<file path="src/rtl/vga_sync_gen.sv">
// vga_sync_gen - VGA raster timing generator.
//
// Purpose: walks a pixel position (DrawX, DrawY) across a frame of
// H_TOTAL x V_TOTAL positions. It derives active-low horizontal and vertical
// syncs and a display-enable flag from that position. All outputs come from
// registers loaded from the *next* counter values, so in any cycle every
// output describes the same (DrawX, DrawY) pair.
//
// Ports:
//   vga_clk     in   1   pixel clock, all logic on the rising edge
//   Reset       in   1   synchronous active-high reset
//   DrawX       out  10  horizontal position, 0..H_TOTAL-1
//   DrawY       out  10  vertical position, 0..V_TOTAL-1
//   hs          out  1   horizontal sync, active low
//   vs          out  1   vertical sync, active low
//   blank       out  1   1 = visible region (display enable), 0 = blanking
//   sync        out  1   composite sync, constant 0
//   frame_start out  1   one-cycle pulse on the (0,0) that follows
//                        (H_TOTAL-1, V_TOTAL-1)
//   frame_count out  16  frames started since reset, wraps at 0xFFFF
//                        (present only with VGA_SYNC_FRAME_CNT_EN defined)
//
// Optional feature macro: VGA_SYNC_FRAME_CNT_EN adds the frame_count port
// and its register. Without the macro neither exists.
//
// Counter arithmetic is 10 bits wide, so H_TOTAL and V_TOTAL must not
// exceed 1024.
module vga_sync_gen #(
  parameter int H_VISIBLE = 640,
  parameter int H_FP      = 16,
  parameter int H_SYNC    = 96,
  parameter int H_BP      = 48,
  parameter int V_VISIBLE = 480,
  parameter int V_FP      = 10,
  parameter int V_SYNC    = 2,
  parameter int V_BP      = 33
) (
  input  logic        vga_clk,
  input  logic        Reset,
  output logic [9:0]  DrawX,
  output logic [9:0]  DrawY,
  output logic        hs,
  output logic        vs,
  output logic        blank,
  output logic        sync,
  output logic        frame_start
`ifdef VGA_SYNC_FRAME_CNT_EN
  ,
  output logic [15:0] frame_count
`endif
);

  localparam int H_TOTAL = H_VISIBLE + H_FP + H_SYNC + H_BP;
  localparam int V_TOTAL = V_VISIBLE + V_FP + V_SYNC + V_BP;

  localparam logic [9:0] H_LAST      = 10'(H_TOTAL - 1);
  localparam logic [9:0] V_LAST      = 10'(V_TOTAL - 1);
  localparam logic [9:0] H_VIS_END   = 10'(H_VISIBLE);
  localparam logic [9:0] H_SYNC_BEG  = 10'(H_VISIBLE + H_FP);
  localparam logic [9:0] H_SYNC_END  = 10'(H_VISIBLE + H_FP + H_SYNC);
  localparam logic [9:0] V_VIS_END   = 10'(V_VISIBLE);
  localparam logic [9:0] V_SYNC_BEG  = 10'(V_VISIBLE + V_FP);
  localparam logic [9:0] V_SYNC_END  = 10'(V_VISIBLE + V_FP + V_SYNC);

  logic [9:0] r_x;
  logic [9:0] r_y;
  logic       r_hs;
  logic       r_vs;
  logic       r_blank;
  logic       r_frame_start;

  logic [9:0] w_x_next;
  logic [9:0] w_y_next;
  logic       w_frame_wrap;
  logic       w_hs_next;
  logic       w_vs_next;
  logic       w_blank_next;

  // Next raster position. The line wrap and the frame wrap happen in the
  // same cycle as the DrawX wrap, which gives (0,0) on a full frame wrap.
  always_comb begin
    w_x_next     = r_x + 10'd1;
    w_y_next     = r_y;
    w_frame_wrap = 1'b0;
    if (r_x == H_LAST) begin
      w_x_next = 10'd0;
      if (r_y == V_LAST) begin
        w_y_next     = 10'd0;
        w_frame_wrap = 1'b1;
      end else begin
        w_y_next = r_y + 10'd1;
      end
    end
  end

  // Sync and enable decode the next position, so the registered copies line
  // up with the registered counters.
  always_comb begin
    w_hs_next    = !((w_x_next >= H_SYNC_BEG) && (w_x_next < H_SYNC_END));
    w_vs_next    = !((w_y_next >= V_SYNC_BEG) && (w_y_next < V_SYNC_END));
    w_blank_next = (w_x_next < H_VIS_END) && (w_y_next < V_VIS_END);
  end

  // The reset values match the decode of position (0,0), which is what the
  // outputs show while Reset is held.
  always_ff @(posedge vga_clk) begin
    if (Reset) begin
      r_x           <= 10'd0;
      r_y           <= 10'd0;
      r_hs          <= 1'b1;
      r_vs          <= 1'b1;
      r_blank       <= 1'b1;
      r_frame_start <= 1'b0;
    end else begin
      r_x           <= w_x_next;
      r_y           <= w_y_next;
      r_hs          <= w_hs_next;
      r_vs          <= w_vs_next;
      r_blank       <= w_blank_next;
      r_frame_start <= w_frame_wrap;
    end
  end

`ifdef VGA_SYNC_FRAME_CNT_EN
  logic [15:0] r_frame_count;

  // Steps in the same cycle that frame_start rises. Natural 16-bit overflow
  // provides the 0xFFFF -> 0x0000 wrap.
  always_ff @(posedge vga_clk) begin
    if (Reset) begin
      r_frame_count <= 16'd0;
    end else if (w_frame_wrap) begin
      r_frame_count <= r_frame_count + 16'd1;
    end
  end

  assign frame_count = r_frame_count;
`endif

  assign DrawX       = r_x;
  assign DrawY       = r_y;
  assign hs          = r_hs;
  assign vs          = r_vs;
  assign blank       = r_blank;
  assign sync        = 1'b0;
  assign frame_start = r_frame_start;

endmodule

</file>
<file path="config.mk">
export PLATFORM = sky130hd
export DESIGN_NAME = vga_sync_gen
export DESIGN_NICKNAME = d
export VERILOG_FILES = /design/src/rtl/vga_sync_gen.sv
export SDC_FILE = /design/constraint.sdc
export NUM_CORES = 1
export LEC_CHECK = 0
export CORE_ASPECT_RATIO = 1.2
export CORE_MARGIN = 2
export CORE_UTILIZATION = 34
export CTS_BUF_LIST = sky130_fd_sc_hd__clkbuf_2 sky130_fd_sc_hd__clkbuf_4 sky130_fd_sc_hd__clkbuf_8
export CTS_CLUSTER_DIAMETER = 50
export CTS_CLUSTER_SIZE = 12
export DETAILED_ROUTE_END_ITERATION = 8
export PLACE_DENSITY = 0.64
export SYNTH_ARGS = -nofsm -noshare
export SYNTH_HDL_FRONTEND = slang
export SYNTH_SLANG_ARGS = --single-unit
</file>
<file path="constraint.sdc">
create_clock -name vga_clk -period 1.95 [get_ports vga_clk]
set_input_delay 0.195 -clock vga_clk [delete_from_list [all_inputs] [get_ports vga_clk]]
set_output_delay 0.195 -clock vga_clk [all_outputs]
set_load 0.05 [all_outputs]
</file>
==> changes_impl.md <==
## Flow update

- Comb. pwr: 0.0000704 W
- Fmax achieved: 533 MHz
- HPWL Detailed: 2650 um
- Endpoints failing setup: 0
- Syn Std Cell Area: 0.00138 sq mm
- Max Cap Viol: 0
- TNS Setup: 0 ns
- Synth flops: 24
- Synthesized area per cell: 8.24 sq um
- Metal-1 WL: 1670 um
- Most instantiated logic cells after routing: clkdlybuf4s50_1 (25), buf_4 (20), nand2_1 (15), nand3_1 (13), nor2_1 (12)
- Antenna cell count: 0
- Met3 WL: 130 um
- Status: finished, final reports clean
- R2r endpoint: vs
- Post-Place Cells: 255
- TritonCTS clock tree: built
- Largest net degree at the start of global routing: 14
- Worst-case clock skew: 0.00282 ns
- Top pwr grp: registers
- Post-Place Cell Area: 0.00179 sq mm
- Area Growth Syn to Fin: 39.5%
- CP Max Fanout: 4
- Crit path arrival time: 2.02 ns
- Top Layer Used: met4
- Min Hold Slack: 0.512 ns
- Slew Viols, Final: 0
- MUX area fraction: 1.55%
- Worst-case clock buffer depth: 2
- Kind of critical path: flop to flop
- First-pass GRT wire length: 5910 um
- CP Capture Type: flop
- Flop pwr share: 54.7%
- Hold_sp: DrawY[0]
- Top-area cell share: 34.9%
- Max-slew headroom: 63.5%
- Clock power share: 37.6%
- Vias in the first global route: 1314
- Clock period minus worst slack: 1.88 ns
- Grt ovf: 0
- Complex Gates by Area: 16.8%
- Fin worst setup slack: 0.0740 ns
- Pre-Repair DR Iteration Count: 6
- Initial antenna violation count: 0
- Hold Path Sink: DrawY[0]
- Reg2reg path depth: 5
- Max rail drop VDD: 236 uV
- Commonest cells post-synth: dfxtp_1 (24), nand2_1 (15), nand3_1 (13)
- Adder share: 3.64%
- Worst-path cell chain: or4b_4, nor4_2, xnor2_1, nor4_2, nand4b_1
- GRT met2 Usage: 26.3%
- Routability Congestion: 0.863
- Tcrit/Tclk final: 96.2%
- TritonCTS Buffers: 3
- Req. time, crit path: 2.09 ns
- Most used logic cell in the final layout: clkdlybuf4s50_1
- Die height: 73.7 um
- Max H-tree Level: 1
- Sequential Power: 0.000500 W
- Yosys cell types: 48
- Clock group total power: 0.000344 W
- Power, Total: 0.000914 W
- GRT Max-Usage Layer: met2
- Post-layout net count: 215
- Number of enable flip-flop cells: 0
- OpenROAD warnings: 31
- Dominant Register Cell: dfxtp_1
- Yosys stat cell total: 167
- Yosys chip area: 0.00138 sq mm
- Non-Filler Instances: 262
-- worst max path at each step --
stage | end | cells after the start | start
final | vs | 5 | DrawX[5]
after global placement | DrawY[4] | 7 | DrawY[1]
after floorplan | vs | 6 | DrawX[0]
after CTS | vs | 5 | DrawX[5]
after global routing | vs | 5 | DrawX[5]
after detailed placement | vs | 5 | DrawX[5]
-- cell type report --
cell class	instances	area [sq um]	share of cell area, %
inverters	9	33.8	1.76
multi-input cells	125	845	44.0
repair buffers	46	412	21.4
flip-flops and latches	24	507	26.4
well taps	54	67.6	3.52
clock buffers	4	55.1	2.87
-- timing repair --
| item | CTS | global route |
|---|---|---|
| resized | 0 | 9 |
| setup buffers | 0 | 3 |
| setup endpoints to repair | 0 | 3 |
| hold buffers | 0 | 0 |
Cell density map:
Scale bar: 20 um. The die is cut into 6 by 7 equal tiles; black is low, pale yellow is high, 0 to 100% covered.
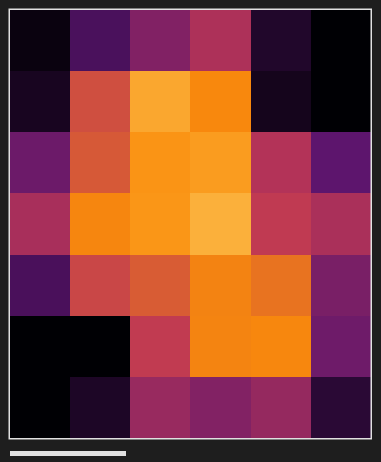
- emptiest ninth of the die: bottom left
- fullest tile: 83%
- mean over tiles: 41%
- nearly empty tiles: 12%
- tiles over 75% full: 12%
- densest ninth of the die: middle
Core ar.: 0.00391 sq mm
Initial Util: 35.2%
Util after Layout: 49.1%

Metal 2:
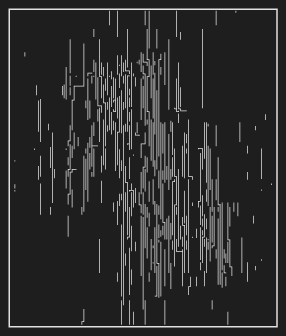
- share of all routed wire: 48%
- nets with wire on the layer: 184

The metal 1 layer:
Scale bar: 20 um.
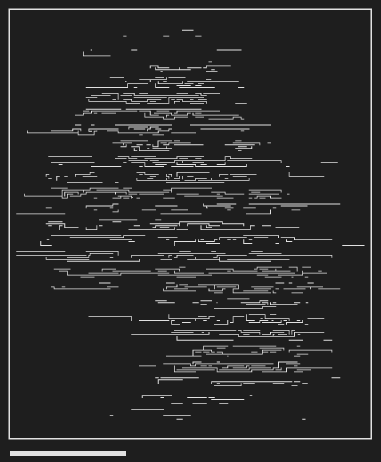
- longest straight run: 15.6 um
- share of all routed wire: 45%
- nets with wire on the layer: 187
- wire length on this layer: 1670 um
- main direction: horizontal
DR vias: 1408
WL final: 3700 um
met1 usage: 22.4%

Wiring heat map:
Scale bar: 20 um. The die is cut into 12 by 15 equal tiles; black is low, pale yellow is high, scaled to the fullest tile. Values are wire area over tile area, all layers added.
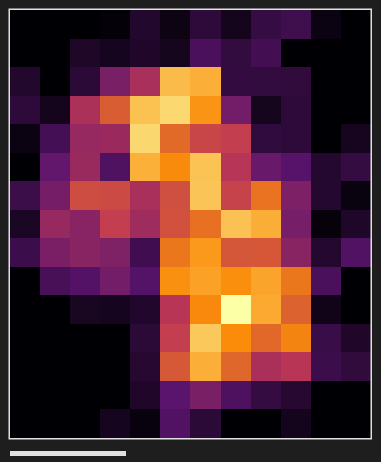
- densest ninth of the die: middle
- tiles over half the peak: 25%
- emptiest ninth of the die: bottom left
- fullest tile: 0.46
DR WL/cell: 14.1 um
GRT Resource Usage Total: 16.9%

Power figures rest on the tool's default switching activity, not on a simulated workload.
